<file path="src/rtl/cpu_types_pkg.sv">
// Shared types for the pipeline control slice: hazard FSM states and register ids.
package cpu_types_pkg;

  typedef enum logic [1:0] {
    RUN    = 2'd0,
    DWAIT  = 2'd1,
    IWAIT  = 2'd2,
    HALTED = 2'd3
  } hazard_state_t;

  typedef logic [4:0] regbits_t;

  localparam regbits_t REG_ZERO = '0;

endpackage

</file>
<file path="src/rtl/sat_counter.sv">
// Saturating up-counter with asynchronous reset and synchronous clear.
module sat_counter #(
  parameter int unsigned   W   = 32,
  parameter logic [W-1:0]  MAX = '1
) (
  input  logic         CLK,
  input  logic         RST,
  input  logic         clr,
  input  logic         inc,
  output logic [W-1:0] cnt
);

  logic [W-1:0] cnt_q;

  // Count up on inc, stick at MAX, clear has priority.
  always_ff @(posedge CLK or posedge RST) begin
    if (RST) begin
      cnt_q <= '0;
    end else if (clr) begin
      cnt_q <= '0;
    end else if (inc && (cnt_q != MAX)) begin
      cnt_q <= cnt_q + 1'b1;
    end
  end

  assign cnt = cnt_q;

endmodule

</file>
<file path="src/rtl/hazard_ctrl.sv">
// Pipeline hazard/stall controller: load-use bubbles, branch flushes,
// memory-wait freezing, halt latching, wait watchdog and perf counters.
module hazard_ctrl
  import cpu_types_pkg::*;
#(
  parameter int unsigned CNT_W    = 32,
  parameter int unsigned MAX_WAIT = 255,
  parameter int unsigned WAIT_W   = 8
) (
  input  logic             CLK,
  input  logic             RST,
  input  logic             ihit,
  input  logic             dhit,
  input  logic             mem_dREN,
  input  logic             mem_dWEN,
  input  logic             ex_memread,
  input  regbits_t         ex_rd,
  input  regbits_t         id_rs,
  input  regbits_t         id_rt,
  input  logic             id_uses_rt,
  input  logic             ex_br_taken,
  input  logic             wb_halt,
  output logic             pc_en,
  output logic             ifid_en,
  output logic             ifid_flush,
  output logic             idex_en,
  output logic             idex_flush,
  output logic             exmem_en,
  output logic             memwb_en,
  output logic             halt,
  output logic             mem_timeout,
  output logic [1:0]       state_o,
  output logic [CNT_W-1:0] cycle_cnt,
  output logic [CNT_W-1:0] stall_cnt,
  output logic [CNT_W-1:0] flush_cnt
);

  localparam logic [WAIT_W-1:0] WAIT_MAX = WAIT_W'(MAX_WAIT);

  hazard_state_t     state_q, state_d;
  logic              halt_q;
  logic              timeout_q;
  logic [WAIT_W-1:0] wait_cnt;

  logic mem_req, advance, load_use, dmiss, active;

  assign mem_req  = mem_dREN | mem_dWEN;
  assign dmiss    = mem_req & ~dhit;
  assign advance  = ihit & (~mem_req | dhit);
  assign load_use = ex_memread & (ex_rd != REG_ZERO) &
                    ((ex_rd == id_rs) | (id_uses_rt & (ex_rd == id_rt)));
  assign active   = (state_q != HALTED);

  // Latch enables/flushes: frozen while waiting, halted or in reset; a pending
  // flush simply waits for the first advancing cycle since nothing moves before it.
  always_comb begin
    pc_en      = 1'b0;
    ifid_en    = 1'b0;
    ifid_flush = 1'b0;
    idex_en    = 1'b0;
    idex_flush = 1'b0;
    exmem_en   = 1'b0;
    memwb_en   = 1'b0;
    if (!RST && active && advance) begin
      idex_en  = 1'b1;
      exmem_en = 1'b1;
      memwb_en = 1'b1;
      if (ex_br_taken) begin
        pc_en      = 1'b1;
        ifid_en    = 1'b1;
        ifid_flush = 1'b1;
        idex_flush = 1'b1;
      end else if (load_use) begin
        idex_flush = 1'b1;
      end else begin
        pc_en   = 1'b1;
        ifid_en = 1'b1;
      end
    end
  end

  // Next-state selection in priority order; HALTED is absorbing.
  always_comb begin
    state_d = RUN;
    if (!active || wb_halt) begin
      state_d = HALTED;
    end else if (dmiss) begin
      state_d = DWAIT;
    end else if (!ihit) begin
      state_d = IWAIT;
    end
  end

  // FSM state plus its registered sticky flags.
  always_ff @(posedge CLK or posedge RST) begin
    if (RST) begin
      state_q   <= RUN;
      halt_q    <= 1'b0;
      timeout_q <= 1'b0;
    end else begin
      state_q <= state_d;
      if (state_d == HALTED) begin
        halt_q <= 1'b1;
      end
      if ((state_q == DWAIT) && (wait_cnt == WAIT_MAX)) begin
        timeout_q <= 1'b1;
      end
    end
  end

  assign halt        = halt_q;
  assign mem_timeout = timeout_q;
  assign state_o     = state_q;

  sat_counter #(.W(WAIT_W), .MAX(WAIT_MAX)) u_wait_cnt (
    .CLK (CLK),
    .RST (RST),
    .clr (state_q != DWAIT),
    .inc (state_q == DWAIT),
    .cnt (wait_cnt)
  );

  sat_counter #(.W(CNT_W)) u_cycle_cnt (
    .CLK (CLK),
    .RST (RST),
    .clr (1'b0),
    .inc (active),
    .cnt (cycle_cnt)
  );

  sat_counter #(.W(CNT_W)) u_stall_cnt (
    .CLK (CLK),
    .RST (RST),
    .clr (1'b0),
    .inc (active & ~pc_en),
    .cnt (stall_cnt)
  );

  sat_counter #(.W(CNT_W)) u_flush_cnt (
    .CLK (CLK),
    .RST (RST),
    .clr (1'b0),
    .inc (ifid_flush),
    .cnt (flush_cnt)
  );

endmodule

</file>
<file path="config.mk">
export PLATFORM = sky130hd
export DESIGN_NAME = hazard_ctrl
export DESIGN_NICKNAME = d
export VERILOG_FILES = /design/src/rtl/cpu_types_pkg.sv /design/src/rtl/sat_counter.sv /design/src/rtl/hazard_ctrl.sv
export SDC_FILE = /design/constraint.sdc
export NUM_CORES = 1
export LEC_CHECK = 0
export CAP_MARGIN = 30
export CORE_MARGIN = 2
export CORE_UTILIZATION = 25
export DETAILED_ROUTE_END_ITERATION = 8
export GPL_ROUTABILITY_DRIVEN = 1
export MAX_ROUTING_LAYER = met4
export PLACE_DENSITY = 0.42
export SYNTH_ARGS = -nofsm -noshare
export SYNTH_HDL_FRONTEND = slang
export SYNTH_HIERARCHICAL = 1
export SYNTH_SLANG_ARGS = --single-unit
</file>
<file path="constraint.sdc">
create_clock -name CLK -period 3.7 [get_ports CLK]
set_input_delay 0.555 -clock CLK [delete_from_list [all_inputs] [get_ports CLK]]
set_output_delay 0.555 -clock CLK [all_outputs]
set_load 0.1 [all_outputs]
</file>
==> flow_metrics.tcl <==
# metrics dict for downstream scripts
set metrics [dict create \
    arrival_ps 3490 \
    lay_top_cells "clkdlybuf4s50_1 (124), dfrtp_1 (108), a21oi_1 (84)" \
    ys_sh_simple_pct 25.42 \
    first_pass_iters 4 \
    dieArea_mm2 0.02572 \
    antenna-diode-count 1 \
    worstPathBufferInverterCount 3 \
    drt-initial-drc-count 284 \
    postCtsHoldBufs 0 \
    crit_top_cell "buf_4" \
    synth-xor-area-share_pct 2.723 \
    buffers 145 \
    ys_cells 653 \
    cp_slowest_stage_delay_ps 500 \
    clk_path_buf_depth 2 \
    yosysUniqueCellTypes 50 \
    cp.depth 12 \
    place_inst 1113 \
    warnings 26 \
    final.period_utilization_pct 86.97 \
    ctsResizeCount 0 \
    maxSlewHeadroom_pct 31.82 \
    clkTransAtPathRegs_ps 70 \
    ys_area_mm2 0.006112 \
    stdcell_area_mm2 0.008219 \
    fmax_ghz 0.3108 \
    synthCells 653 \
    crit_family "simple AND/OR/NAND/NOR gates" \
    period_needed_ps 3218 \
    setup_viol 0 \
    ys_sh_mux_pct 1.638 \
    wl_per_cell_um 15.58 \
    setup.worst_path.start "ex_rd[4]" \
    nClkBuffers 11 \
    port_buffers 131 \
    ios 132 \
    ys_ff 108 \
    worst_hold_startpoint "halt" \
    grt_pass1_wl_um 29380 \
    logic_gates 504 \
    syn_avg_cell_area_um2 9.360 \
    critical_path_class "primary input to register" \
    vdd.ir_drop.worst_uv 132.4 \
    whs_path_depth 1 \
    cts_tree "built" \
    top_area_cell "dfrtp_1" \
    crit_chain "clkdlybuf4s50_1 > xor2_1 > nor4_2 > a32oi_1 > o2bb2ai_1 > buf_4 > nand4_1 > nor3_1 > o311ai_1 > buf_4 > or4_1 > a21oi_1" \
    power_density_mw_per_mm2 281.9 \
    clk_share_pct 3.897 \
    ys_warn_count 6 \
    aoi_share_pct 21.00 \
    areaGrowthSynthToFinish_pct 34.47 \
    cts_sinks 108 \
    top_logic_kind "simple AND/OR/NAND/NOR gates" \
    top_area_share_pct 44.22 \
    place_congestion 0.7914 \
    tap_cells 324 \
    via_per_inst 5.092 \
    hold_class "register to register" \
    hpwl_um 12960 \
    antenna_found_initial 1 \
    row_count 57 \
    power_leakage_uw 0.003014 \
    clock_latency_ps 350 \
    fin_nets 829 \
    edf_count 0 \
    finalMaxSlewViolations 0 \
    clock_skew_ps 13.78 \
    antenna_left 0 \
    combGateArea_mm2 0.003218 \
    postPlaceCellArea_mm2 0.007896 \
    cp_max_fo 15 \
    status "completed" \
    cap_violations 0 \
    flop-count 108 \
    r2r_slack_ps 810 \
    instances_no_fill 1130 \
    n_fill_cell 2459 \
    critPathLaunchType "primary input" \
    dominant_cells "multi-input combinational cells" \
    cts_made_buffers 9 \
]
==> power breakdown <==
group / internal [uW] / switching, uW
clock: 573 / 476
sequential: 1180 / 0.000000435
combinational: 32.2 / 56.8
total: 1780 / 533
==> per-stage QoR <==
stage / hold slack [ps] / setup WS [ps] / util (%)
after floorplan: 329.6 / 53.75 / -
after global placement: 469.7 / 201.6 / 32.64
after detailed placement: 471.0 / 111.4 / 32.66
after CTS: 497.5 / 479.9 / 33.99
after global routing: 509.2 / 222.8 / 34.00
final: 493.3 / 482.1 / 34.00
==> layer usage <==
metal  track usage, %  wire length, um
met5                -                0
met4            5.078              388
met3            2.428              646
met2            23.22             8337
met1            17.91             8228
### Where the registers sit

Other sequential cells in the stronger gray, the rest of the logic in the fainter gray.
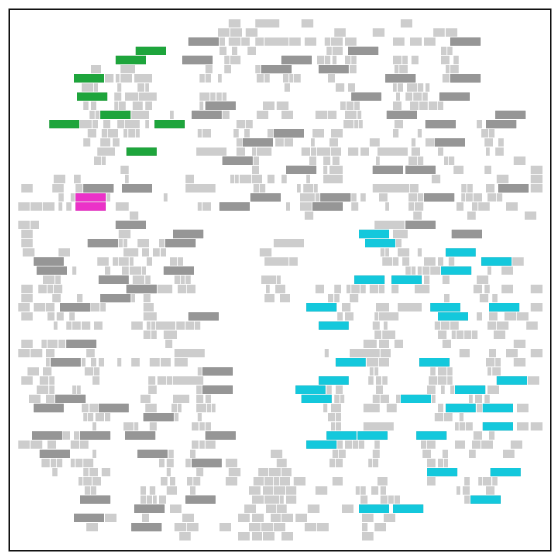
Key: green = `u_wait_cnt/cnt` [sequential cells 8, where upper left]; magenta = `state_o` [sequential cells 2]; cyan = `u_flush_cnt/cnt` [sequential cells 32]
Another 66 sequential cells are not colored.
fin util: 34.00%
sequential cell area share: 32.88%
sequential cell area: 0.002703 mm^2
total sequential power: 1180 uW

### The metal 3 layer

Scale bar: 50 um.
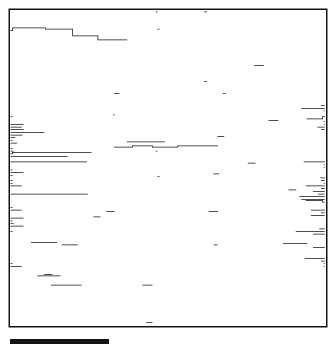
The layer carries 646 um of wire. 79 nets have wire on it. The longest straight run is 40.0 um.
via count: 5754
M3 GR Usage: 2.428%
WL final: 17600 um

### Selected gate families

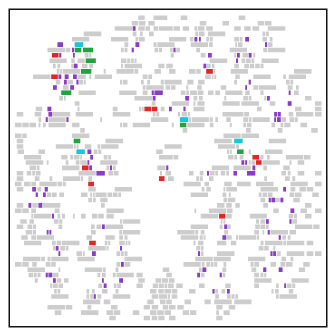
Key: green = mux cells [cells 8]; cyan = fa/ha/maj cells [cells 4, most used ha_1]; purple = nand cells [cells 101, most used nand2_1, where all over the die]; red = non-inverting ao/oa cells [cells 12]
logic share of the area: 39.15%
most instantiated logic cell after routing: clkdlybuf4s50_1

Power figures rest on the tool's default switching activity, not on a simulated workload.
